`src/rtl/mem_req_ctrl.sv`:
```
// mem_req_ctrl
// This block sequences load, store and copy requests from the processor
// datapath into the 16x8 data RAM. It also absorbs the RAM's one-cycle
// registered read latency.
//
// Ports
//   clock, reset           system clock; synchronous active-high reset
//   req_valid/req_ready    request handshake (ready only in IDLE)
//   req_op                 00 load, 01 store, 10 copy, 11 reserved (error)
//   req_addr, req_addr2    load/store/copy-source address, copy destination
//   req_wdata              store data
//   rsp_valid/rsp_ready    response handshake; held until accepted
//   rsp_rdata, rsp_err     response payload (0 data for store/error)
//   txn_count              completed responses, saturating at 255
//   ram_address, ram_dataIn, ram_we, ram_rd   RAM drive
//   ram_dataOut            RAM read data, valid the cycle after ram_rd
module mem_req_ctrl #(
  parameter int ADDR_W = 4,
  parameter int DATA_W = 8
) (
  input  logic              clock,
  input  logic              reset,
  input  logic              req_valid,
  output logic              req_ready,
  input  logic [1:0]        req_op,
  input  logic [ADDR_W-1:0] req_addr,
  input  logic [ADDR_W-1:0] req_addr2,
  input  logic [DATA_W-1:0] req_wdata,
  output logic              rsp_valid,
  input  logic              rsp_ready,
  output logic [DATA_W-1:0] rsp_rdata,
  output logic              rsp_err,
  output logic [7:0]        txn_count,
  output logic [ADDR_W-1:0] ram_address,
  output logic [DATA_W-1:0] ram_dataIn,
  output logic              ram_we,
  output logic              ram_rd,
  input  logic [DATA_W-1:0] ram_dataOut
);

  typedef enum logic [2:0] {
    S_IDLE,
    S_RD,
    S_RD_WAIT,
    S_WR,
    S_RESP
  } state_t;

  typedef enum logic [1:0] {
    OP_LOAD  = 2'b00,
    OP_STORE = 2'b01,
    OP_COPY  = 2'b10,
    OP_RSVD  = 2'b11
  } op_t;

  state_t            state, state_nxt;
  op_t               op_q;
  logic [ADDR_W-1:0] addr_q, addr2_q;
  logic [DATA_W-1:0] wdata_q;
  logic [DATA_W-1:0] data_q;      // RAM read data captured at end of RD_WAIT
  logic [7:0]        txn_count_q;
  logic              accept;
  logic              rsp_done;

  assign accept    = req_valid & req_ready;
  assign rsp_done  = rsp_valid & rsp_ready;
  assign txn_count = txn_count_q;

  // Next state and all outputs are decoded from the current state.
  always_comb begin
    // NOTE: every signal gets a default before the case so that no path
    // leaves one unassigned, which would otherwise infer a latch.
    state_nxt   = state;
    req_ready   = 1'b0;
    rsp_valid   = 1'b0;
    ram_we      = 1'b0;
    ram_rd      = 1'b0;
    ram_address = '0;
    ram_dataIn  = '0;

    case (state)
      S_IDLE: begin
        req_ready = 1'b1;
        if (req_valid) begin
          case (op_t'(req_op))
            OP_LOAD, OP_COPY: state_nxt = S_RD;
            OP_STORE:         state_nxt = S_WR;
            default:          state_nxt = S_RESP;
          endcase
        end
      end
      S_RD: begin
        ram_rd      = 1'b1;
        ram_address = addr_q;
        state_nxt   = S_RD_WAIT;
      end
      S_RD_WAIT: begin
        ram_address = addr_q;
        state_nxt   = (op_q == OP_COPY) ? S_WR : S_RESP;
      end
      S_WR: begin
        ram_we = 1'b1;
        if (op_q == OP_COPY) begin
          ram_address = addr2_q;
          ram_dataIn  = data_q;
        end else begin
          ram_address = addr_q;
          ram_dataIn  = wdata_q;
        end
        state_nxt = S_RESP;
      end
      S_RESP: begin
        rsp_valid = 1'b1;
        if (rsp_ready) state_nxt = S_IDLE;
      end
      default: state_nxt = S_IDLE;
    endcase

    // Reset is synchronous, so the state register can still hold a busy
    // state during the reset cycle. Gate everything so that a pending
    // write never reaches the RAM and no response leaks out.
    if (reset) begin
      req_ready   = 1'b0;
      rsp_valid   = 1'b0;
      ram_we      = 1'b0;
      ram_rd      = 1'b0;
      ram_address = '0;
      ram_dataIn  = '0;
    end
  end

  // The response payload is derived from registers that are frozen in
  // RESP, so it stays stable under back-pressure.
  assign rsp_rdata = (rsp_valid && (op_q == OP_LOAD || op_q == OP_COPY)) ? data_q : '0;
  assign rsp_err   = rsp_valid && (op_q == OP_RSVD);

  // Control state.
  always_ff @(posedge clock) begin
    // NOTE: sequential state uses non-blocking assignments, so every
    // register sees the pre-edge values of the others.
    if (reset) begin
      state       <= S_IDLE;
      txn_count_q <= '0;
    end else begin
      state <= state_nxt;
      if (rsp_done && txn_count_q != 8'hFF) txn_count_q <= txn_count_q + 8'd1;
    end
  end

  // Request payload and read capture.
  // NOTE: these registers are deliberately left without reset. They are
  // only observed through state-qualified outputs, and each one is written
  // before it is used in any transaction.
  always_ff @(posedge clock) begin
    if (accept) begin
      op_q    <= op_t'(req_op);
      addr_q  <= req_addr;
      addr2_q <= req_addr2;
      wdata_q <= req_wdata;
    end
    if (state == S_RD_WAIT) data_q <= ram_dataOut;
  end

endmodule

```
`config.mk`:
```
export PLATFORM = sky130hd
export DESIGN_NAME = mem_req_ctrl
export DESIGN_NICKNAME = d
export VERILOG_FILES = /design/src/rtl/mem_req_ctrl.sv
export SDC_FILE = /design/constraint.sdc
export NUM_CORES = 1
export LEC_CHECK = 0
export ABC_AREA = 1
export CAP_MARGIN = 10
export CORE_MARGIN = 3
export CORE_UTILIZATION = 46
export CTS_BUF_LIST = sky130_fd_sc_hd__clkbuf_8
export DETAILED_ROUTE_END_ITERATION = 10
export PLACE_DENSITY = 0.88
export RECOVER_POWER = 100
export SLEW_MARGIN = 20
export SYNTH_ARGS = -nofsm -noshare
export SYNTH_HDL_FRONTEND = slang
export SYNTH_SLANG_ARGS = --single-unit
export TNS_END_PERCENT = 10
```
`constraint.sdc`:
```
create_clock -name clock -period 2.8 [get_ports clock]
set_input_delay 0.28 -clock clock [delete_from_list [all_inputs] [get_ports clock]]
set_output_delay 0.28 -clock clock [all_outputs]
set_load 0.01 [all_outputs]
```
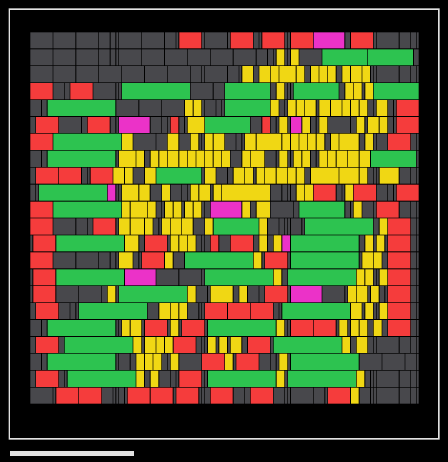
run_1/class_map.png
Scale bar: 20 um. Fill, decap, tap and diode cells in grey.
[yellow] remaining logic cells | cells: 174
[green] sequential cells | cells: 37
[red] remaining buffers and delay cells | cells: 65
[magenta] clock drivers and dummy loads | cells: 8

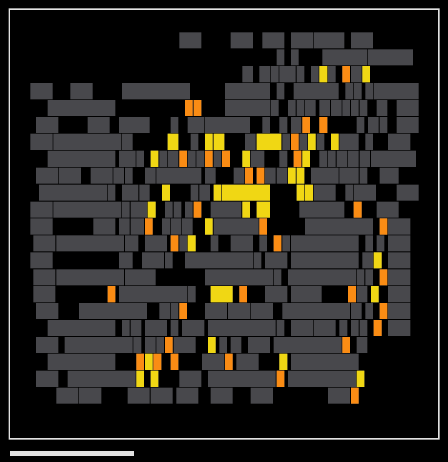
run_1/gates.png
Scale bar: 20 um.
[yellow] nor cells | cells: 32 | most used: nor2_1
[orange] inv cells | cells: 34 | most used: inv_1

==> qor.yml, run 1 <==
timing:
  fin_crit_ns: 2.62
  period_used_pct: 93.5
  finalMaxSlewViolations: 0
  finalHoldViolCount: 0
  finalSetupViolations: 0
  layout_setup_ws_ns: 0.183
placement:
  placed_cells: 324
  placed_cell_area_mm2: 0.00250
  dp_hpwl_um: 3010
power:
  pwr-share-clk_pct: 29.1
  peakVddDrop_uv: 314
  p_int_mw: 0.878
  total_power_mw: 1.19
  comb_power_share_pct: 16.5
  pg_clk_mw: 0.346
  largestPowerGroup: "registers"
synth:
  yosysSeqAreaShare_pct: 55.2
  ys_types: 25
  synth-warning-count: 0
  largest_area_cell: "edfxtp_1"
  synth_chip_area_mm2: 0.00181
  syn_area_mm2: 0.00181
drt:
  drtIter0Drc: 89
  via_count: 1615
  drt-wirelength-per-cell_um: 12.1
  wl_met1_um: 1630
  drc: 0
  vias_per_cell: 4.86
clocking:
  cts_max_level: 2
  cts_tree: "yes"
  ctsLongestPathBuffers: 2
  cts_hold_buf: 0
  cts.sinks: 37
  cts_resized: 0
critical_path:
  crit_path_top_delay_cell: "dlygate4sd3_1"
  r2r.worst_path.cells: 4
  crit_path_start_kind: "primary input"
  criticalPathCategory: "primary input to primary output"
  endpoint_kind: "primary output"
  cp_max_fo: 9
  critPathArrivalTime_ns: 2.34
  required_ns: 2.52
floorplan:
  coreArea_mm2: 0.00374
grt:
  gr-usage-met3_pct: 8.43
  use_met2_pct: 33.8
  busiest_layer: "met2"
  grt.total_usage_pct: 19.1
  use_met1_pct: 20.1
  overflow: 0
run_status:
  status: "completed"
finish:
  stdcell_area_mm2: 0.00256
  final_layout_top_logic_cell: "nand2_1"
  drive_above_1_share_pct: 4.93
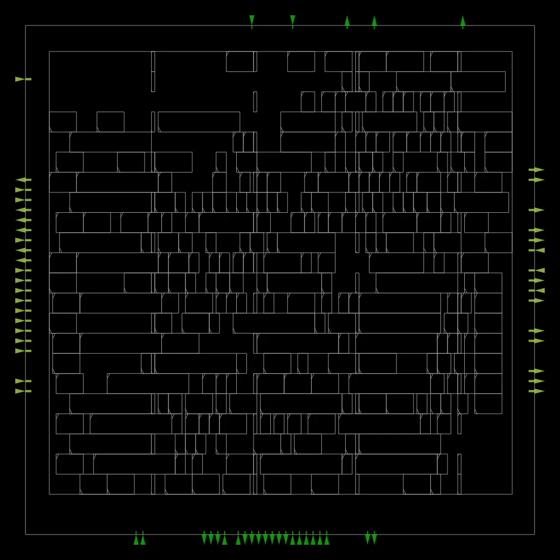
run_1/placed.png
Rows: 22
final non-filler cell total: 332
Tapcell Cnt: 48
fin util: 68.3%

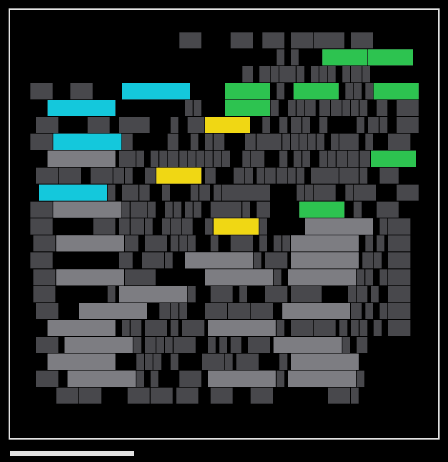
run_1/ff_map.png
Scale bar: 20 um.
[cyan] addr_q | flops: 4 | where: top left
[yellow] state | flops: 3
[green] txn_count | flops: 8

run 1: worst max-delay path: cells and delay by family:
kind,cells,cell delay (ns)
buf+inv,4,1.55
simple gates,3,0.49
run 1: cells by family after synthesis:
family / synth area share (%)
AND-OR/OR-AND: 8.83
XOR/XNOR: 1.45
adder cells (fa/ha/maj): 0.690
buffers and inverters: 8.41
flip-flops: 55.2
AND/OR/NAND/NOR: 25.4
run 1: state kept, by name, indices dropped and copies added (netlist names):
| register | cells |
|---|---|
| addr2_q | 4 |
| state | 3 |
| data_q | 8 |
| addr_q | 4 |
| wdata_q | 8 |
| txn_count | 8 |
| op_q | 2 |
run 1: final timing paths:
| path | endpoint | from |
|---|---|---|
| setup / recovery | rsp_rdata[4] | reset |
| hold / removal | txn_count[7] | txn_count[7] |
| setup reg to reg | wdata_q[0] | state[0] |
| hold reg to reg | txn_count[7] | txn_count[7] |
run 1: synthesized netlist by cell type:
| cell type | n |
|---|---|
| nand2_1 | 62 |
| inv_1 | 32 |
| edfxtp_1 | 26 |
| nor2_1 | 26 |
| o21ai_0 | 16 |
| dfxtp_1 | 11 |
| a21oi_1 | 10 |
| nand3_1 | 7 |
| o211ai_1 | 3 |
| or2_2 | 3 |
| buf_2 | 2 |
| clkbuf_1 | 2 |
| inv_2 | 2 |
| nor3_2 | 2 |
| xnor2_1 | 2 |
| a21boi_0 | 1 |
| buf_4 | 1 |
| ha_1 | 1 |
| nand3b_1 | 1 |
| nand4_1 | 1 |
| nor2_2 | 1 |
| nor2_4 | 1 |
| nor3_1 | 1 |
| nor4_4 | 1 |
| xor2_1 | 1 |
run 1: final cells by class:
cell class	count	area share [%]
Clock buffer	5	2.69
Clock inverter	3	0.489
Inverter	34	4.99
Multi-Input combinational cell	140	25.6
Sequential cell	37	39.1
Tap cell	48	2.35
Timing Repair Buffer	65	24.7
run_1/layers.png
Scale bar: 20 um.
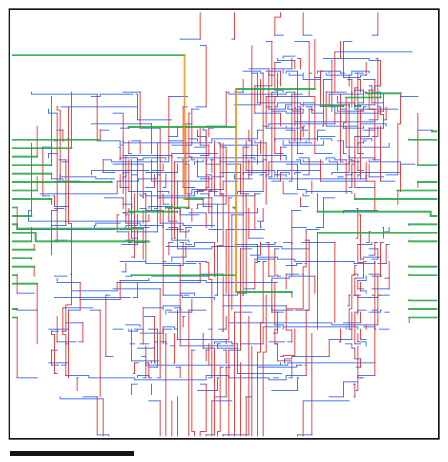

--- run 2 (diff from run 1) ---
- CELL_PAD_IN_SITES_DETAIL_PLACEMENT: unset -> 1
- CELL_PAD_IN_SITES_GLOBAL_PLACEMENT: unset -> 2
- CORE_UTILIZATION: 46 -> 26
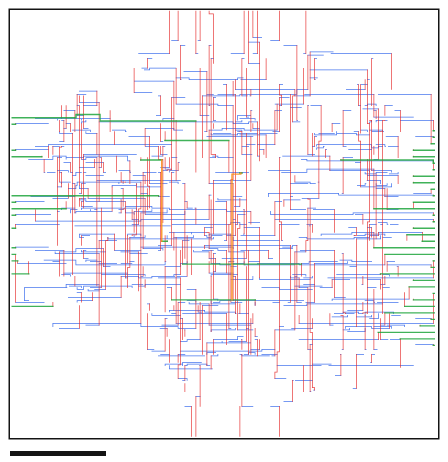
run_2/layers.png
Scale bar: 20 um.
[red] M2 | wire length: 2240 um
[green] M3 | wire length: 327 um
[blue] M1 | wire length: 2350 um
[orange] M4 | wire length: 45.4 um

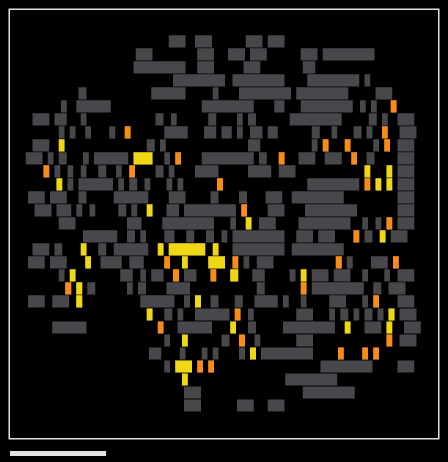
run_2/gates.png
Scale bar: 20 um.
[yellow] nor cells | cells: 32 | most used: nor2_1
[orange] inv cells | cells: 34 | most used: inv_1

==> qor.yml, run 2 <==
floorplan:
  coreArea_mm2: 0.00657  # was 0.00374 mm^2
  rows: 29  # was 22
  die_area_mm2: 0.00802  # was 0.00473 mm^2
placement:
  placed_cell_area_mm2: 0.00258  # was 0.00250 mm^2
  dp_hpwl_um: 3890  # was 3010 um
  placed_cells: 373  # was 324
critical_path:
  endpoint_kind: "primary output"  # unchanged
  critPathArrivalTime_ns: 2.30  # was 2.34 ns
  cp-endpoint: "ram_dataIn[1]"  # was rsp_rdata[4]
  crit_start: "reset"  # unchanged
  criticalPathCategory: "primary input to primary output"  # unchanged
  r2r_end: "wdata_q[3]"  # was wdata_q[0]
  cp_max_fo: 9  # unchanged
  r2r.worst_path.cells: 4  # unchanged
  required_ns: 2.52  # about the same
  crit_path_start_kind: "primary input"  # unchanged
synth:
  ys.flops: 37  # unchanged
  synth-warning-count: 0  # unchanged
  async_reset_ff_share_pct: 0  # unchanged
  synth_chip_area_mm2: 0.00181  # unchanged
  synthTopCellsByCount: "nand2_1, inv_1, edfxtp_1, nor2_1, o21ai_0"  # unchanged
  yosysCellCount: 216  # unchanged
  edf_count: 26  # unchanged
  top_cell: "nand2_1"  # unchanged
  ys_types: 25  # unchanged
  syn_area_mm2: 0.00181  # unchanged
  yosysSeqAreaShare_pct: 55.2  # unchanged
  largest_area_cell: "edfxtp_1"  # unchanged
grt:
  grt_pass1_vias: 1665  # was 1500
  gr-usage-met3_pct: 3.78  # was 8.43%
  overflow: 0  # unchanged
  busiest_layer: "met2"  # unchanged
  use_met1_pct: 16.8  # was 20.1%
  grt.total_usage_pct: 12.9  # was 19.1%
  use_met2_pct: 21.2  # was 33.8%
clocking:
  cts_buffers: 5  # unchanged
  cts_max_level: 2  # unchanged
  cts_tree: "yes"  # unchanged
  cts.sinks: 37  # unchanged
  cts_resized: 0  # unchanged
  ctsLongestPathBuffers: 2  # unchanged
run_status:
  status: "completed"  # unchanged
power:
  total_power_mw: 1.23  # was 1.19 mW
  comb_power_share_pct: 16.8  # was 16.5%
  p_int_mw: 0.885  # was 0.878 mW
  peakVddDrop_uv: 173  # was 314 uV
  pwr-share-clk_pct: 30.4  # was 29.1%
timing:
  finalMaxSlewViolations: 0  # unchanged
  finalSetupViolations: 0  # unchanged
  fin_crit_ns: 2.58  # was 2.62 ns
  finalHoldViolCount: 0  # unchanged
  layout_setup_ws_ns: 0.221  # was 0.183 ns
  period_used_pct: 92.1  # was 93.5%
finish:
  fin_cells: 382  # was 332
  drive_above_1_share_pct: 7.64  # was 4.93%
  final_layout_top_logic_cell: "nand2_1"  # unchanged
  stdcell_area_mm2: 0.00266  # was 0.00256 mm^2
  fin_util_pct: 40.5  # was 68.3%
drt:
  via_count: 1632  # was 1615
  drt-wirelength-per-cell_um: 13.0  # was 12.1 um
  first_pass_iters: 4  # unchanged
  drc: 0  # unchanged
  vias_per_cell: 4.27  # was 4.86
  drtIter0Drc: 67  # was 89
[run 2: final cells by class]
class                   count  area, um^2
diodes                      1        2.50
multi-input cells         140         658
clock inverters             3        17.5
repair buffers             69         666
fillers                   785        3910
inverters                  34         128
clock buffers               5        68.8
well taps                  93         116
flip-flops and latches     37        1000
[run 2: layer usage]
layer | wire (um) | vias to the layer above | share of wire (%)
li1 | - | 828 | -
met1 | 2350 | 743 | 47
met2 | 2240 | 57 | 45
met3 | 326 | 4 | 6.6
met4 | 45 | 0 | 0.91
met5 | 0 | - | 0
[run 2: power by group through the flow]
stage	sequential (mW)	clock, mW	combinational (mW)
final	0.647	0.373	0.206
after global routing	0.651	0.408	0.234
after CTS	0.648	0.387	0.227
after detailed placement	0.661	0	0.225
after global placement	0.659	0	0.219
after floorplan	0.653	0	0.116
[run 2: worst min-delay path by stage]
stage	from	to	slack (ns)	cells past startpoint
floorplan	req_addr2[0]	addr2_q[0]	0.38	0
global placement	txn_count[7]	txn_count[7]	0.50	2
detailed placement	txn_count[7]	txn_count[7]	0.51	2
CTS	txn_count[7]	txn_count[7]	0.52	2
global route	txn_count[7]	txn_count[7]	0.56	2
finish	txn_count[7]	txn_count[7]	0.52	2
[run 2: critical path, stage by stage]
cell and delay [ns]:
dlygate4sd3_1 0.62, nor4_4 0.30, clkbuf_1 0.35, nand2_1 0.09, inv_1 0.06, dlygate4sd3_1 0.59
[run 2: cells by family after synthesis]
kind of cell             synth area share (%)
buffers and inverters                    8.41
AND/OR/NAND/NOR                          25.4
flip-flops                               55.2
XOR/XNOR                                 1.45
adder cells (fa/ha/maj)                 0.690
AND-OR/OR-AND                            8.83
run_2/placed.png
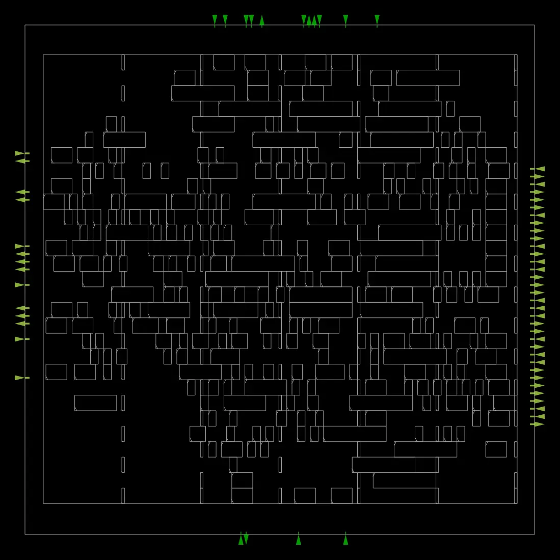

--- run 3 (diff from run 2) ---
- PLACE_DENSITY: 0.88 -> 0.81
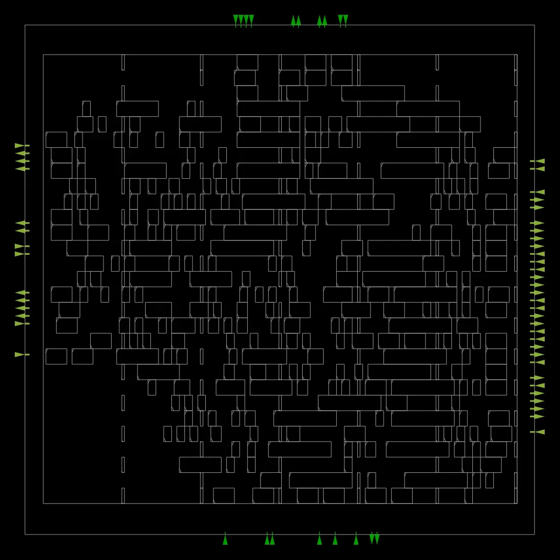
run_3/placed.png
Tapcell Cnt: 93
Flops: 37

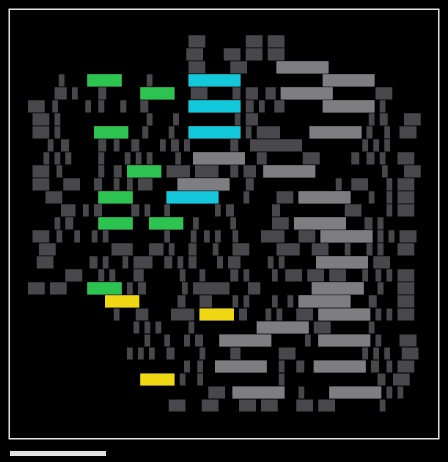
run_3/ff_map.png
Scale bar: 20 um.
[yellow] state | flops: 3
[green] txn_count | flops: 8
[cyan] addr_q | flops: 4 | where: top middle

==> qor.yml, run 3 <==
run_status:
  status: "completed"  # unchanged
timing:
  fin_crit_ns: 2.52  # was 2.58 ns
  finalSetupViolations: 0  # unchanged
  period_used_pct: 89.9  # was 92.1%
  finalHoldViolCount: 0  # unchanged
  finalMaxSlewViolations: 0  # unchanged
  layout_setup_ws_ns: 0.282  # was 0.221 ns
placement:
  io_buffer_count: 62  # unchanged
  placed_cell_area_mm2: 0.00258  # unchanged
  placed_cells: 373  # unchanged
  dp_hpwl_um: 3890  # about the same
finish:
  fill_cells: 774  # was 785
  stdcell_area_mm2: 0.00268  # was 0.00266 mm^2
  fin_cells: 381  # was 382
  fin_util_pct: 40.8  # was 40.5%
  drive_above_1_share_pct: 6.60  # was 7.64%
  final_layout_top_logic_cell: "nand2_1"  # unchanged
  diodes: 0  # was 1
synth:
  async_reset_ff_share_pct: 0  # unchanged
  ys.flops: 37  # unchanged
  yosysSeqAreaShare_pct: 55.2  # unchanged
  largest_area_cell: "edfxtp_1"  # unchanged
  ys_types: 25  # unchanged
  synth.cellmix.compoundShare_pct: 8.83  # unchanged
  yosysCellCount: 216  # unchanged
  syn_area_mm2: 0.00181  # unchanged
  top_cell: "nand2_1"  # unchanged
  xor_share_pct: 1.45  # unchanged
  edf_count: 26  # unchanged
  synth-main-ff-cell: "edfxtp_1"  # unchanged
  synthTopCellsByCount: "nand2_1, inv_1, edfxtp_1, nor2_1, o21ai_0"  # unchanged
  ys_sh_simple_pct: 25.4  # unchanged
  synthAdderAreaFrac_pct: 0.690  # unchanged
  synth_chip_area_mm2: 0.00181  # unchanged
floorplan:
  rows: 29  # unchanged
  coreArea_mm2: 0.00657  # unchanged
  die_area_mm2: 0.00802  # unchanged
  io-pin-count: 63  # unchanged
  die.size.y_um: 89.5  # unchanged
drt:
  vias_per_cell: 4.33  # was 4.27
  drtIter0Drc: 22  # was 67
  drt-wirelength-per-cell_um: 12.8  # was 13.0 um
  drc: 0  # unchanged
  first_pass_iters: 4  # unchanged
power:
  total_power_mw: 1.33  # was 1.23 mW
  peakVddDrop_uv: 210  # was 173 uV
clocking:
  cts_hold_buf: 0  # unchanged
  cts_buffers: 5  # unchanged
  cts.sinks: 37  # unchanged
  ctsLongestPathBuffers: 2  # unchanged
  cts_max_level: 2  # unchanged
  cts_tree: "yes"  # unchanged
  cts_resized: 0  # unchanged
  post-cts-setup-buffers: 0  # unchanged
critical_path:
  crit_path_start_kind: "primary input"  # unchanged
  critPathArrivalTime_ns: 2.24  # was 2.30 ns
  criticalPathCategory: "primary input to primary output"  # unchanged
  endpoint_kind: "primary output"  # unchanged
  cp_max_fo: 8  # was 9
  required_ns: 2.52  # about the same
min_path:
  hp-class: "flop to flop"  # unchanged
grt:
  grt.total_usage_pct: 13.1  # was 12.9%
  grt_pass1_vias: 1688  # was 1665
  overflow: 0  # unchanged
==> run 3: cell counts after synthesis <==
Identical to the previous run, type by type.
==> run 3: metal layers <==
metal  global-route usage (%)  vias up  part of all wire (%)  routed length [um]
met1                     16.8      759                    47                2270
met4                     2.84        0                   1.1                  53
met2                     21.8       51                    47                2280
met3                     3.87        5                   5.4                 265
met5                        0        -                     0                   0
li1                         -      834                     -                   -
==> run 3: logic make-up after synthesis <==
group                    after synthesis
AND/OR/NAND/NOR                      106
buffers and inverters                 39
flip-flops                            37
AND-OR/OR-AND                         30
XOR/XNOR                               3
adder cells (fa/ha/maj)                1
==> run 3: layout make-up <==
| class | count | area (um^2) | share of cell area, % |
|---|---|---|---|
| sequential | 37 | 1000 | 37.4 |
| multi-input combinational | 140 | 656 | 24.5 |
| timing repair buffer | 69 | 656 | 24.5 |
| inverter | 34 | 128 | 4.77 |
| tap | 93 | 116 | 4.35 |
| clock buffer | 6 | 82.6 | 3.09 |
| clock inverter | 2 | 37.5 | 1.40 |
==> run 3: worst max-delay path, stage by stage <==
cell	delay (ns)
dlygate4sd3_1	0.64
inv_1	0.11
nand3_1	0.14
inv_1	0.11
nand2_1	0.20
nor2_1	0.14
dlygate4sd3_1	0.61
==> run 3: path summary, 6_finish.rpt <==
path | cells past startpoint | slack [ns] | start | endpoint
max | 7 | 0.28 | reset | rsp_rdata[6]
min | 2 | 0.52 | txn_count[7] | txn_count[7]
max reg2reg | 4 | 0.86 | state[0] | wdata_q[1]
min reg2reg | 2 | 0.52 | txn_count[7] | txn_count[7]
==> run 3: power breakdown <==
group	total (mW)	switching, mW	leakage [nW]	internal (mW)
Combinational	0.204	0.120	0.783	0.0846
Clock	0.481	0.191	0.0574	0.290
Sequential	0.648	0.0195	0.329	0.628
Total	1.33	0.330	1.17	1.00
Power and IR drop assume default switching activity.
